==> config.mk <==
export PLATFORM = sky130hd
export DESIGN_NAME = uart_tx
export DESIGN_NICKNAME = d
export VERILOG_FILES = /design/src/rtl/uart_pkg.sv /design/src/rtl/uart_baud_tick.sv /design/src/rtl/uart_tx.sv
export SDC_FILE = /design/constraint.sdc
export NUM_CORES = 1
export LEC_CHECK = 0
export CAP_MARGIN = 30
export CORE_ASPECT_RATIO = 1.1
export CORE_MARGIN = 4
export CORE_UTILIZATION = 52
export DETAILED_ROUTE_END_ITERATION = 6
export PLACE_DENSITY = 0.76
export SYNTH_ARGS = -nofsm -noshare
export SYNTH_HDL_FRONTEND = slang
export SYNTH_SLANG_ARGS = --single-unit
==> constraint.sdc <==
create_clock -name clk -period 1.9 [get_ports clk]
set_input_delay 0.285 -clock clk [delete_from_list [all_inputs] [get_ports clk]]
set_output_delay 0.285 -clock clk [all_outputs]
set_load 0.01 [all_outputs]
==> src/rtl/uart_pkg.sv <==
// Shared UART definitions: frame states and line levels used by the transmitter and receiver.
package uart_pkg;

  typedef enum logic [2:0] {
    IDLE,
    START,
    DATA,
    PAR,
    STOP
  } uart_state_t;

  localparam logic UART_IDLE_LEVEL  = 1'b1;
  localparam logic UART_START_LEVEL = 1'b0;

endpackage

==> src/rtl/uart_baud_tick.sv <==
// Bit-period timer: pulses tick on the last clock of every CLKS_PER_BIT-cycle bit while enabled.
module uart_baud_tick #(
  parameter int CLKS_PER_BIT = 16
) (
  input  logic clk,
  input  logic rst,
  input  logic en,
  output logic tick
);

  localparam int CNT_W = (CLKS_PER_BIT > 1) ? $clog2(CLKS_PER_BIT) : 1;
  localparam logic [CNT_W-1:0] LAST = CNT_W'(CLKS_PER_BIT - 1);
  localparam logic [CNT_W-1:0] ONE  = CNT_W'(1);

  logic [CNT_W-1:0] cnt_q;

  // NOTE: sequential state uses non-blocking assignments so every flop samples pre-edge values.
  always_ff @(posedge clk) begin
    if (rst || !en) begin
      cnt_q <= '0;
    end else if (cnt_q == LAST) begin
      cnt_q <= '0;
    end else begin
      cnt_q <= cnt_q + ONE;
    end
  end

  assign tick = en && (cnt_q == LAST);

endmodule

==> src/rtl/uart_tx.sv <==
// UART transmitter: start bit, LSB-first data, optional even parity, stop bit(s).
// Define UART_PARITY_EN to include the parity bit after the data bits.
module uart_tx
  import uart_pkg::*;
#(
  parameter int CLKS_PER_BIT = 16,
  parameter int DATA_BITS    = 8,
  parameter int STOP_BITS    = 1
) (
  input  logic                 clk,
  input  logic                 rst,
  input  logic [DATA_BITS-1:0] tx_data,
  input  logic                 tx_valid,
  output logic                 tx_ready,
  output logic                 tx,
  output logic                 busy
);

  localparam logic [3:0] LAST_DATA = 4'(DATA_BITS - 1);
  localparam logic [3:0] LAST_STOP = 4'(STOP_BITS - 1);

  uart_state_t          state_q, state_d;
  logic [DATA_BITS-1:0] shift_q, shift_d;
  logic [3:0]           bit_cnt_q, bit_cnt_d;
  logic                 tx_q, tx_d;
  logic                 busy_q;
  logic                 tick;
  logic                 accept;

`ifdef UART_PARITY_EN
  logic parity_q;
`endif

  uart_baud_tick #(
    .CLKS_PER_BIT(CLKS_PER_BIT)
  ) u_baud_tick (
    .clk (clk),
    .rst (rst),
    .en  (state_q != IDLE),
    .tick(tick)
  );

  // Ready depends only on state and reset, never on tx_valid.
  assign tx_ready = (state_q == IDLE) && !rst;
  assign accept   = tx_valid && tx_ready;

  // NOTE: every signal driven here gets a default first, so no latch is inferred.
  always_comb begin
    state_d   = state_q;
    shift_d   = shift_q;
    bit_cnt_d = bit_cnt_q;
    unique case (state_q)
      IDLE: begin
        if (accept) begin
          shift_d   = tx_data;
          bit_cnt_d = '0;
          state_d   = START;
        end
      end
      START: begin
        if (tick) begin
          bit_cnt_d = '0;
          state_d   = DATA;
        end
      end
      DATA: begin
        if (tick) begin
          shift_d = shift_q >> 1;
          if (bit_cnt_q == LAST_DATA) begin
            bit_cnt_d = '0;
`ifdef UART_PARITY_EN
            state_d   = PAR;
`else
            state_d   = STOP;
`endif
          end else begin
            bit_cnt_d = bit_cnt_q + 4'd1;
          end
        end
      end
      PAR: begin
`ifdef UART_PARITY_EN
        if (tick) state_d = STOP;
`else
        state_d = IDLE;
`endif
      end
      STOP: begin
        if (tick) begin
          if (bit_cnt_q == LAST_STOP) begin
            bit_cnt_d = '0;
            state_d   = IDLE;
          end else begin
            bit_cnt_d = bit_cnt_q + 4'd1;
          end
        end
      end
      default: state_d = IDLE;
    endcase
  end

  // The line level is registered from the next state so tx changes on the same edge as the state.
  always_comb begin
    tx_d = UART_IDLE_LEVEL;
    unique case (state_d)
      START:   tx_d = UART_START_LEVEL;
      DATA:    tx_d = shift_d[0];
`ifdef UART_PARITY_EN
      PAR:     tx_d = parity_q;
`endif
      default: tx_d = UART_IDLE_LEVEL;
    endcase
  end

  always_ff @(posedge clk) begin
    if (rst) begin
      state_q   <= IDLE;
      shift_q   <= '0;
      bit_cnt_q <= '0;
      tx_q      <= UART_IDLE_LEVEL;
      busy_q    <= 1'b0;
    end else begin
      state_q   <= state_d;
      shift_q   <= shift_d;
      bit_cnt_q <= bit_cnt_d;
      tx_q      <= tx_d;
      busy_q    <= (state_d != IDLE);
    end
  end

`ifdef UART_PARITY_EN
  // Even parity is captured with the byte so the PAR slot never looks at the live input.
  always_ff @(posedge clk) begin
    if (rst) begin
      parity_q <= 1'b0;
    end else if (accept) begin
      parity_q <= ^tx_data;
    end
  end
`endif

  assign tx   = tx_q;
  assign busy = busy_q;

endmodule

==> Table 3: Implementation characteristics <==
Characteristics after synthesis and place and route

Parameter                              Value

Outcome
  Outcome    finished clean

Worst setup path
  Timing startpoint of the critical path    u_baud_tick.cnt_q[0]
  Worst setup path endpoint    bit_cnt_q[2]
  End of the worst register-to-register path    bit_cnt_q[2]

Synthesis
  Average cell area after synthesis    9.42 um2
  Nets at Floorplan    127
  Biggest area consumer among synthesized cells    sky130_fd_sc_hd__dfxtp_1
  Mux share of post-synthesis cell area    0

Routing
  Pre-Repair DR Iteration Count    4
  Per-cell via count in the routed design    5.70

Clocking
  Clock latency reported for the late side of the worst-skew pair    0.30 ns
  Maximum number of buffers from clock root to sink    2
  Count of hold-fix buffers inserted at cts    0

Layout
  Layout cell share with drive strength beyond 1    0.169
  Most frequently placed logic cells in the final layout    19 x sky130_fd_sc_hd__dfxtp_1, 12 x sky130_fd_sc_hd__clkdlybuf4s50_1, 11 x sky130_fd_sc_hd__a22oi_1, 9 x sky130_fd_sc_hd__a21oi_1

Floorplanning
  Height of the die    55.5 um
  Count of boundary I/O pins    14

Global route
  Largest net degree at the start of global routing    19

Timing
  Layout Skew    0.00255 ns
  Peak Freq    599 MHz

Place
  Cell area reported after detailed placement    1220 um2
## worst max-delay path: stages (launching register included)
cell                      delay (ns)
sky130_fd_sc_hd__dfxtp_1        0.37
sky130_fd_sc_hd__ha_1           0.20
sky130_fd_sc_hd__nand3_1        0.17
sky130_fd_sc_hd__or3_2          0.53
sky130_fd_sc_hd__a22oi_1        0.23
sky130_fd_sc_hd__nor4_2         0.07
## cell type report
type | instances | area [um2]
flip-flops and latches | 21 | 423
well taps | 27 | 33.8
fillers | 169 | 609
repair buffers | 20 | 185
clock buffers | 4 | 26.3
multi-input cells | 81 | 569
inverters | 4 | 15.0
## power by group
group          internal [uW]  switching, uW  total [uW]
Clock                   81.9            129         211
Combinational           59.1           44.1         103
Sequential               455           9.79         464
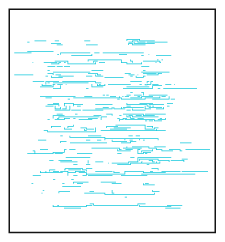
**Above:** metal 1.
Scale: 4 px per um.
- nets with wire on the layer: 130
- wire length on this layer: 933 um
- longest straight run: 16.1 um
- share of all routed wire: 46%
- main direction: horizontal

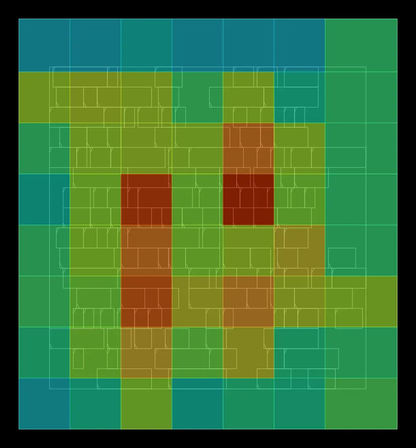
**Above:** routing congestion.
GRT Resource Usage Total: 0.159
routing usage on met3: 0.0323
most utilized layer in the global route result: met2
met1 track utilization from global routing: 0.205
M2 GR Usage: 0.252

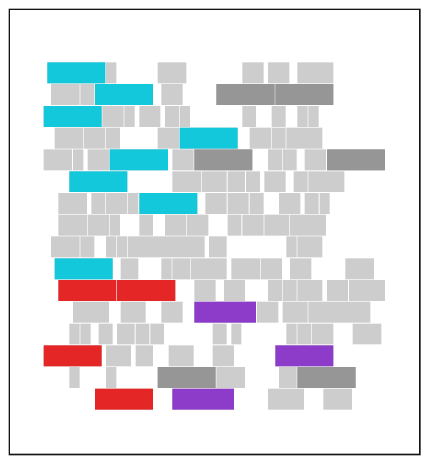
**Above:** where the registers sit.
Scale: 8 px per um. Other sequential cells in the stronger grey, the rest of the logic in the fainter grey.
- purple: `state_q` (placed flops 3)
- red: `u_baud_tick.cnt_q` (placed flops 4)
- cyan: `shift_q` (placed flops 8)
area taken by flip-flops and latches: 423 um2
utilization after layout: 0.673
share of the final layout cell area in sequential cells: 0.338

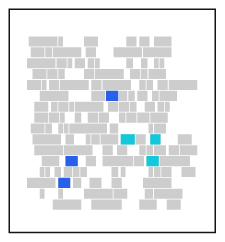
**Above:** gate-type map.
Scale: 4 px per um.
- blue: XOR/XNOR gates (cells 3)
- cyan: AND-OR and OR-AND gates (cells 3)
non-filler instance count after layout: 157
most frequent logic cell in the layout: sky130_fd_sc_hd__dfxtp_1
share of the final layout cell area in multi-input gates: 0.455

Power is estimated from default activity; no workload was simulated.
